### Placement density heat map, run 1

Scale bar: 20 µm. 9 x 10 tiles, from dark blue (low) to red (high), 0 to 100% covered.
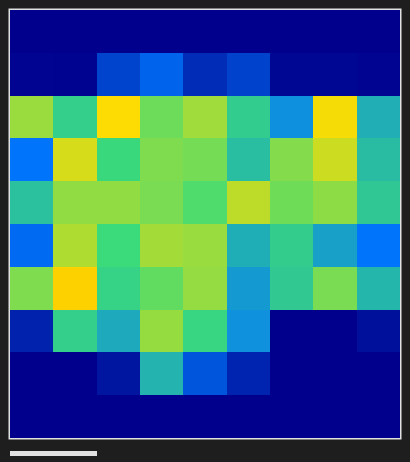
### Drive-strength map, run 1

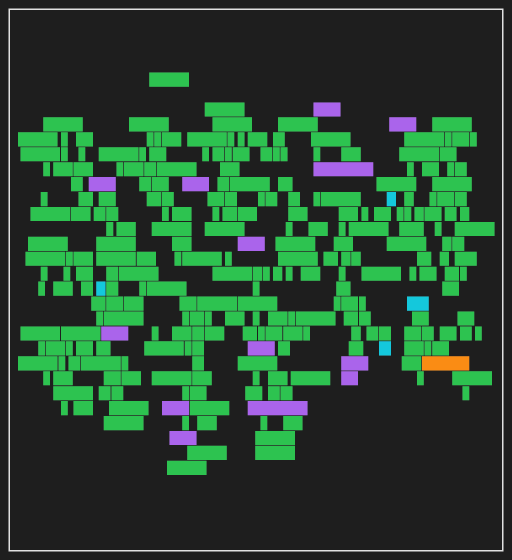
### Routing congestion, run 1

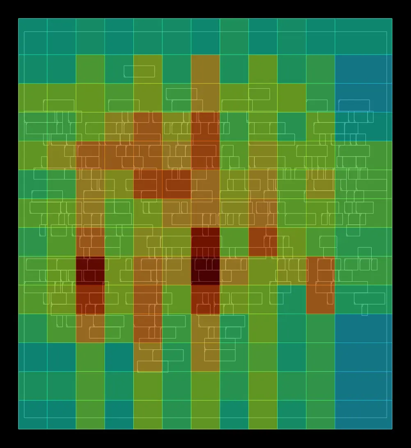
### Placement by cell class, run 1

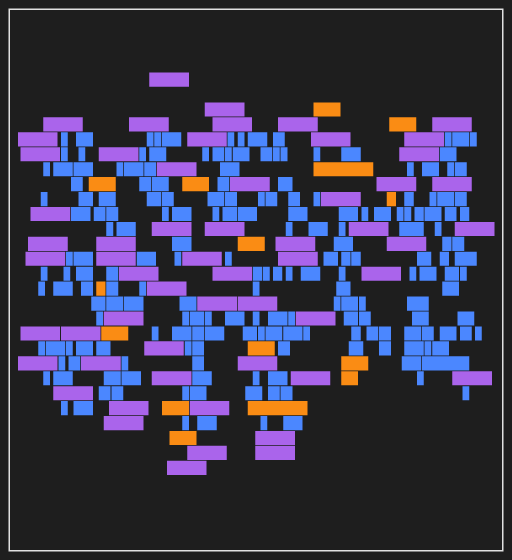
--- src/rtl/onehot_regbank.sv ---
// rtl/onehot_regbank.sv - four-entry register bank written through a one-hot select
// Two registered read ports with write bypass, sticky illegal-select error, saturating write count.
module onehot_regbank #(
    parameter int WIDTH = 8
) (
    input  logic             clk,
    input  logic             rst,
    input  logic [3:0]       wr_sel,
    input  logic             wr_valid,
    input  logic [WIDTH-1:0] wr_data,
    output logic             wr_ready,
    input  logic [1:0]       rd_addr_a,
    output logic [WIDTH-1:0] rd_data_a,
    input  logic [1:0]       rd_addr_b,
    output logic [WIDTH-1:0] rd_data_b,
    output logic             sel_err,
    input  logic             err_clr,
    output logic [7:0]       wr_count
);

    typedef enum logic {
        ST_IDLE  = 1'b0,
        ST_ERROR = 1'b1
    } state_t;

    state_t           state_q, state_d;
    logic [WIDTH-1:0] mem_q [4];
    logic [WIDTH-1:0] mem_d [4];
    logic [WIDTH-1:0] rd_data_a_q, rd_data_a_d;
    logic [WIDTH-1:0] rd_data_b_q, rd_data_b_d;
    logic [7:0]       wr_count_q, wr_count_d;

    logic sel_onehot;
    logic wr_accept;
    logic wr_legal;

    always_comb begin
        sel_onehot = (wr_sel == 4'b0001) || (wr_sel == 4'b0010) ||
                     (wr_sel == 4'b0100) || (wr_sel == 4'b1000);
        wr_accept  = wr_valid && (state_q == ST_IDLE);
        wr_legal   = wr_accept && sel_onehot;
    end

    always_comb begin
        for (int i = 0; i < 4; i++) begin
            mem_d[i] = mem_q[i];
            if (wr_legal && wr_sel[i]) begin
                mem_d[i] = wr_data;
            end
        end
        // Reading the next-state array gives write-to-read bypass for free.
        rd_data_a_d = mem_d[rd_addr_a];
        rd_data_b_d = mem_d[rd_addr_b];

        wr_count_d = wr_count_q;
        if (wr_legal && (wr_count_q != 8'hFF)) begin
            wr_count_d = wr_count_q + 8'd1;
        end

        state_d = state_q;
        case (state_q)
            ST_IDLE: begin
                if (wr_accept && !sel_onehot) begin
                    state_d = ST_ERROR;
                end
            end
            ST_ERROR: begin
                if (err_clr) begin
                    state_d = ST_IDLE;
                end
            end
            default: state_d = ST_IDLE;
        endcase
    end

    always_ff @(posedge clk) begin
        if (rst) begin
            state_q     <= ST_IDLE;
            for (int i = 0; i < 4; i++) begin
                mem_q[i] <= '0;
            end
            rd_data_a_q <= '0;
            rd_data_b_q <= '0;
            wr_count_q  <= '0;
        end else begin
            state_q     <= state_d;
            for (int i = 0; i < 4; i++) begin
                mem_q[i] <= mem_d[i];
            end
            rd_data_a_q <= rd_data_a_d;
            rd_data_b_q <= rd_data_b_d;
            wr_count_q  <= wr_count_d;
        end
    end

    assign wr_ready  = (state_q == ST_IDLE);
    assign sel_err   = (state_q == ST_ERROR);
    assign rd_data_a = rd_data_a_q;
    assign rd_data_b = rd_data_b_q;
    assign wr_count  = wr_count_q;

endmodule

--- config.mk ---
export PLATFORM = sky130hd
export DESIGN_NAME = onehot_regbank
export DESIGN_NICKNAME = d
export VERILOG_FILES = /design/src/rtl/onehot_regbank.sv
export SDC_FILE = /design/constraint.sdc
export NUM_CORES = 1
export LEC_CHECK = 0
export CAP_MARGIN = 20
export CORE_ASPECT_RATIO = 1.1
export CORE_UTILIZATION = 30
export CTS_CLUSTER_DIAMETER = 30
export DETAILED_ROUTE_END_ITERATION = 7
export DONT_BUFFER_PORTS = 1
export SYNTH_ARGS = -nofsm -noshare
export SYNTH_HDL_FRONTEND = slang
export SYNTH_SLANG_ARGS = --single-unit
--- constraint.sdc ---
create_clock -name clk -period 3.4 [get_ports clk]
set_input_delay 0.68 -clock clk [delete_from_list [all_inputs] [get_ports clk]]
set_output_delay 0.68 -clock clk [all_outputs]
set_load 0.01 [all_outputs]
==> flow_summary.json, run 1 <==
{
  "fp.coreArea_mm2": 0.008040,
  "synth_warnings": 0,
  "h-tree-depth": 3,
  "diodes": 0,
  "antenna_found_initial": 0,
  "ys_ff": 57,
  "grt_pass1_vias": 1900,
  "ir_drop_mv": 0.2576,
  "grt_usage": 0.1490,
  "max_cap_viol_count": 0,
  "critPathLaunch": "sel_err",
  "yosys-top-cells-area": "dfxtp_1 45%, mux2i_1 13%, nor2_1 7.9%",
  "r2r_end": "rd_data_b[4]",
  "crit_slowest_cell": "nand3b_1",
  "fp_util": 0.3150,
  "crit_type": "reg -> reg",
  "grt_pass1_wl_mm": 9.604,
  "grt_util_met3": 0.07270,
  "slew_headroom": 0.3905,
  "vias_per_cell": 5.289,
  "worst-path-stages": 5,
  "antenna_left": 0,
  "r2r_start": "sel_err",
  "warnings": 26,
  "fillers": 831,
  "gp_congestion": 0.7403,
  "arrival_ns": 2.54,
  "cts_setup_buffers": 0,
  "status": "complete, no violations",
  "p_per_area_mw_per_mm2": 522.8,
  "die-width_um": 89.60,
  "cts.sinks": 57,
  "postSynthAreaPerCell_um2": 9.449,
  "finalSetupViolCount": 0,
  "rows": 34,
  "fin_nets": 286,
  "ys_cells": 268,
  "drv_slew": 0,
  "yosys_area_mm2": 0.002532,
  "max_stage_delay_ns": 0.58,
  "cts.path.max_buffers": 2,
  "hold_violations": 0
}
-- 'Placement density heat map' (at the start) --
tiles over 75% full: 1.1%
emptiest ninth of the die: bottom right
fullest tile: 76%
nearly empty tiles: 33%
mean over tiles: 30%

-- 'Drive-strength map' (at the start) --
[cyan] _2 cells | cells: 4 | most used: clkinv_2
[green] _0 and _1 cells | cells: 251 | most used: dfxtp_1
[orange] _3 and _4 cells | cells: 1 | most used: nor4b_4
[purple] _6 and larger | cells: 13 | most used: clkbuf_8

-- 'Routing congestion' (at the start) --
GRT Max-Usage Layer: met2
Finished Core Util: 0.3475
grt met2 use: 0.2319
M1 GR Usage: 0.1755

-- 'Placement by cell class' (at the start) --
[blue] combinational and other logic | cells: 197 | share of their area: 49%
[purple] sequential cells | cells: 57 | share of their area: 43%
[orange] clock drivers and dummy loads | cells: 15 | share of their area: 8.1%

## run 1: layout make-up
type | count | area, µm² | share of cell area
Clock buffer | 10 | 137.6 | 0.04926
Clock inverter | 5 | 78.83 | 0.02821
Inverter | 11 | 41.29 | 0.01478
Multi-Input combinational cell | 186 | 1260 | 0.4510
Sequential cell | 57 | 1141 | 0.4084
Tap cell | 108 | 135.1 | 0.04837
## run 1: per-stage QoR
stage	cells	cell area [µm²]	hold slack, ns	setup WS (ns)	util
2_1_floorplan	268	2532	0.4736	1.288	-
3_3_place_gp	362	2577	0.4966	0.7838	0.3206
3_5_place_dp	362	2577	0.5055	0.7385	0.3206
4_1_cts	377	2794	0.3923	1.052	0.3475
5_1_grt	377	2794	0.3898	0.8277	0.3475
6_report	377	2794	0.4064	1.093	0.3475
## run 1: worst register-to-register path: stages (launching register included)
cell      delay [ns]
dfxtp_1         0.39
nor4b_1         0.50
nand3b_1        0.58
mux2i_1         0.41
o22ai_1         0.10
or2_1           0.22
## run 1: report_power, final
part / leakage (nW) / switching (mW) / total (mW) / internal (mW)
clock network: 0.113 / 0.274 / 0.702 / 0.428
registers: 0.461 / 0.0103 / 0.690 / 0.679
logic: 0.634 / 0.0403 / 0.0691 / 0.0289
## run 1: kinds of logic (layout without fill, tap and decap cells)
family / after synthesis / after routing / share of synthesized area
compound gates: 50 / 50 / 0.1472
xor+xnor: 8 / 8 / 0.02767
fa+ha+maj: 1 / 1 / 0.004940
buf+inv: 25 / 26 / 0.05188
flops: 57 / 57 / 0.4506
mux: 33 / 33 / 0.1304
simple gates: 94 / 94 / 0.1873
## run 1: flip-flops by register name (all words and copies together) (netlist names)
register	flops
sel_err	1
rd_data_b	8
rd_data_a	8
wr_count	8
mem_q	32
==> run 1 -> run 2 <==
==> constraint.sdc (replaced) <==
create_clock -name clk -period 2.3 [get_ports clk]
set_input_delay 0.46 -clock clk [delete_from_list [all_inputs] [get_ports clk]]
set_output_delay 0.46 -clock clk [all_outputs]
set_load 0.01 [all_outputs]
### Placement density heat map, run 2

Scale bar: 20 µm. 9 x 10 tiles, from dark blue (low) to red (high), 0 to 100% covered.
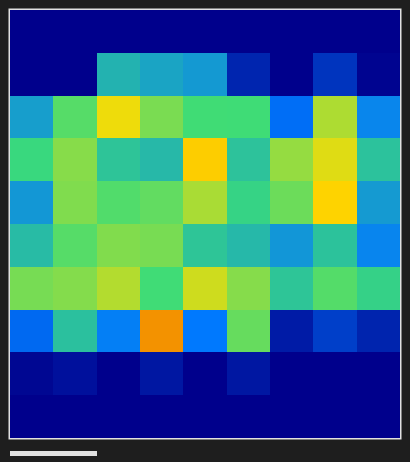
nearly empty tiles: 31%
fullest tile: 83%
mean over tiles: 30%
tiles over 75% full: 3.3%
emptiest ninth of the die: bottom right

==> flow_summary.json, run 2 <==
{
  "clockBufferCount": 10,
  "rows": 34,
  "crit_type": "reg -> reg",
  "antenna_found_initial": 0,
  "grt_pass1_vias": 1938,
  "diodes": 0,
  "grt_usage": 0.1476,
  "slew_headroom": 0.4891,
  "cts_setup_buffers": 0,
  "buffer_area_frac": 0.01336,
  "grt_pass1_wl_mm": 9.577,
  "cts.sinks": 57,
  "warnings": 26,
  "final-seq-area_mm2": 0.001141,
  "r2r_start": "sel_err",
  "comb_share": 0.4484,
  "gp_congestion": 0.7544,
  "antenna_left": 0,
  "multiInputCombCellCount": 186,
  "status": "complete, no violations",
  "cts.path.max_buffers": 2,
  "buffers": 5,
  "fp_util": 0.3150,
  "setup_slack_ns": 0.4274,
  "fp.coreArea_mm2": 0.008040,
  "die-width_um": 89.60,
  "postSynthAreaPerCell_um2": 9.449,
  "largest_register": "mem_q",
  "yosys_area_mm2": 0.002532,
  "synth_warnings": 0,
  "finalSetupViolCount": 0,
  "final_util": 0.3495
}
### Wiring heat map, run 2

Scale bar: 20 µm. 18 x 20 tiles, from dark blue (low) to red (high), scaled to the fullest tile. Values are wire area over tile area, all layers added.
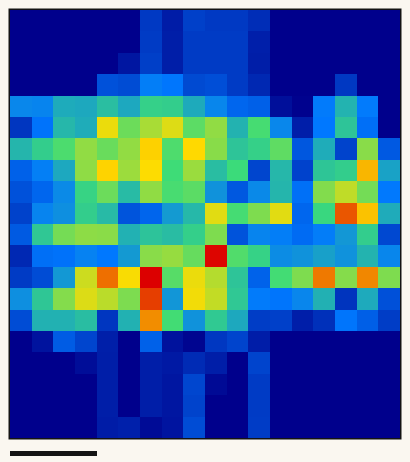
emptiest ninth of the die: bottom right
nearly empty tiles: 29%
densest ninth of the die: middle

run 2: where the power goes:
group          switching [mW]  total, mW  internal (mW)
clock                   0.416      0.919          0.503
combinational          0.0600      0.106         0.0462
sequential             0.0152       1.02           1.00
total                   0.491       2.04           1.55
run 2: logic make-up (layout without fill, tap and decap cells):
| logic type | Yosys count | after routing | synth area share |
|---|---|---|---|
| xor gates and xnor gates | 8 | 8 | 0.02767 |
| adders and majority gates | 1 | 1 | 0.004940 |
| AOI/OAI and AO/OA | 50 | 50 | 0.1472 |
| DFF | 57 | 57 | 0.4506 |
| muxes | 33 | 33 | 0.1304 |
| buffers and inverters | 25 | 32 | 0.05188 |
| and+or+nand+nor | 94 | 94 | 0.1873 |
run 2: metal layers:
metal  routed length [µm]  share of wire  GRT usage  vias up
met5                    0              0          0        -
met4                   78          0.013    0.04274        0
met3                  522          0.086    0.06255        7
met2                 2872           0.47     0.2331       69
met1                 2626           0.43     0.1812      944
li1                     -              -          -      971
run 2: how the worst max path moves through the flow:
stage / startpoint / to / slack [ns] / depth (start not counted)
2_1_floorplan: wr_sel[3] / rd_data_b[6] / 0.41 / 8
3_3_place_gp: wr_sel[3] / rd_data_a[7] / 0.37 / 5
3_5_place_dp: wr_sel[3] / rd_data_a[7] / 0.32 / 5
4_1_cts: sel_err / rd_data_a[7] / 0.41 / 5
5_1_grt: sel_err / rd_data_a[7] / 0.26 / 5
6_report: sel_err / rd_data_a[7] / 0.43 / 5
run 2: worst max-delay path, cell delays in order (launching register included):
cell and delay, ns:
dfxtp_1 0.39, nor4b_4 0.37, nand2_2 0.32, mux2i_1 0.23, a221o_1 0.37, a21oi_1 0.13
==> run 2 -> run 3 <==
==> constraint.sdc (replaced) <==
create_clock -name clk -period 2 [get_ports clk]
set_input_delay 0.4 -clock clk [delete_from_list [all_inputs] [get_ports clk]]
set_output_delay 0.4 -clock clk [all_outputs]
set_load 0.01 [all_outputs]
### Drive-strength map, run 3

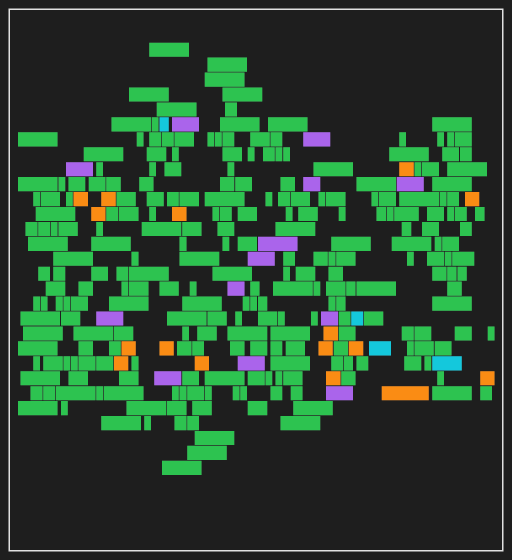
[green] _0 and _1 cells | cells: 250 | most used: dfxtp_1
[orange] _3 and _4 cells | cells: 16 | most used: buf_4
[purple] _6 and larger | cells: 13 | most used: clkbuf_8
[cyan] _2 cells | cells: 4

==> flow_summary.json, run 3 <==
{
  "critPathMostFrequentCell": "buf_4",
  "drv_slew": 0,
  "grt_pass1_wl_mm": 9.701,
  "rows": 34,
  "status": "complete, no violations",
  "ys_cells": 268,
  "finalSetupViolCount": 0,
  "yosys-top-cells-area": "dfxtp_1 45%, mux2i_1 13%, nor2_1 7.9%",
  "route.met3.wl_um": 477,
  "final_util": 0.3571,
  "max_stage_delay_ns": 0.36,
  "crit_type": "reg -> reg",
  "slew_headroom": 0.4236,
  "synth_warnings": 0,
  "antenna_left": 0,
  "fp.coreArea_mm2": 0.008040,
  "diodes": 0,
  "use_met1": 0.1735,
  "die-width_um": 89.60,
  "max_cap_viol_count": 0,
  "crit_family": "simple AND/OR/NAND/NOR gates",
  "fin_nets": 299,
  "grt_most_used_layer": "met2",
  "crit_buf_inv": 2,
  "yosys_area_mm2": 0.002532,
  "grt_usage": 0.1523,
  "crit_chain": "nor4b_2 -> buf_4 -> nand2b_1 -> buf_4 -> mux2i_1 -> o22ai_1 -> or2_1",
  "cp-endpoint": "rd_data_b[4]",
  "largest_reg_flops": 32,
  "cts.sinks": 57,
  "hold_violations": 0
}
### Placement density heat map, run 3

Scale bar: 20 µm. 9 x 10 tiles, from dark blue (low) to red (high), 0 to 100% covered.
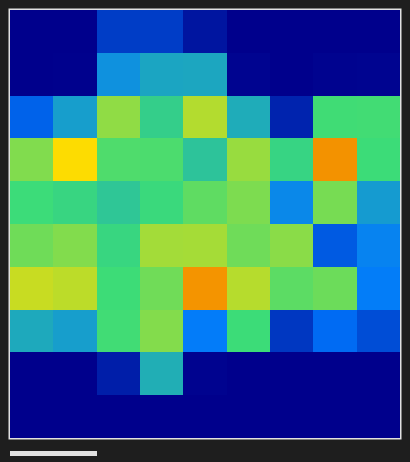
fullest tile: 84%
emptiest ninth of the die: bottom right
tiles over 75% full: 2.2%
mean over tiles: 31%
nearly empty tiles: 31%

-- run 3: cell count changes in the layout (fill, tap and decap cells not counted) --
cell,change
buf_4,+7
inv_6,+2
buf_12,+1
bufinv_16,-1
clkbuf_1,-1
clkinv_4,-1
clkinvlp_4,+1
nor4b_1,-1
nor4b_2,+1
-- run 3: per-stage QoR --
stage / setup WS, ns / hold slack, ns
4_1_cts: 0.1305 / 0.09893
6_report: 0.2294 / 0.1243
5_1_grt: 0.04275 / 0.09398
3_3_place_gp: 0.1661 / 0.4799
2_1_floorplan: 0.1684 / 0.4736
3_5_place_dp: 0.06405 / 0.4789
-- run 3: cell families after synthesis --
group | count (synthesis) | synth area share
flip-flops | 57 | 0.4506
AND/OR/NAND/NOR | 94 | 0.1873
AND-OR/OR-AND | 50 | 0.1472
multiplexers | 33 | 0.1304
XOR/XNOR | 8 | 0.02767
adder cells (fa/ha/maj) | 1 | 0.004940
buffers and inverters | 25 | 0.05188
-- run 3: power breakdown --
group	internal [mW]	leakage, nW	total (mW)	switching, mW
Combinational	0.0573	0.700	0.129	0.0717
Sequential	1.15	0.461	1.17	0.0159
Clock	0.458	0.0827	0.974	0.516
Total	1.67	1.24	2.27	0.604
-- run 3: area by class of cell --
| cell class | instances | share of cell area |
|---|---|---|
| Clock inverter | 7 | 0.01874 |
| Clock buffer | 9 | 0.04314 |
| Tap cell | 108 | 0.04706 |
| Inverter | 11 | 0.01438 |
| Timing Repair Buffer | 13 | 0.03834 |
| Multi-Input combinational cell | 186 | 0.4410 |
| Sequential cell | 57 | 0.3974 |
-- run 3: repair_timing --
item / 4_1_cts / 5_1_grt
setup endpoints to repair: 0 / 4
gates resized: 0 / 1
hold buffers: 0 / 0
No activity file was given, so power comes from the tool's default toggle rates.
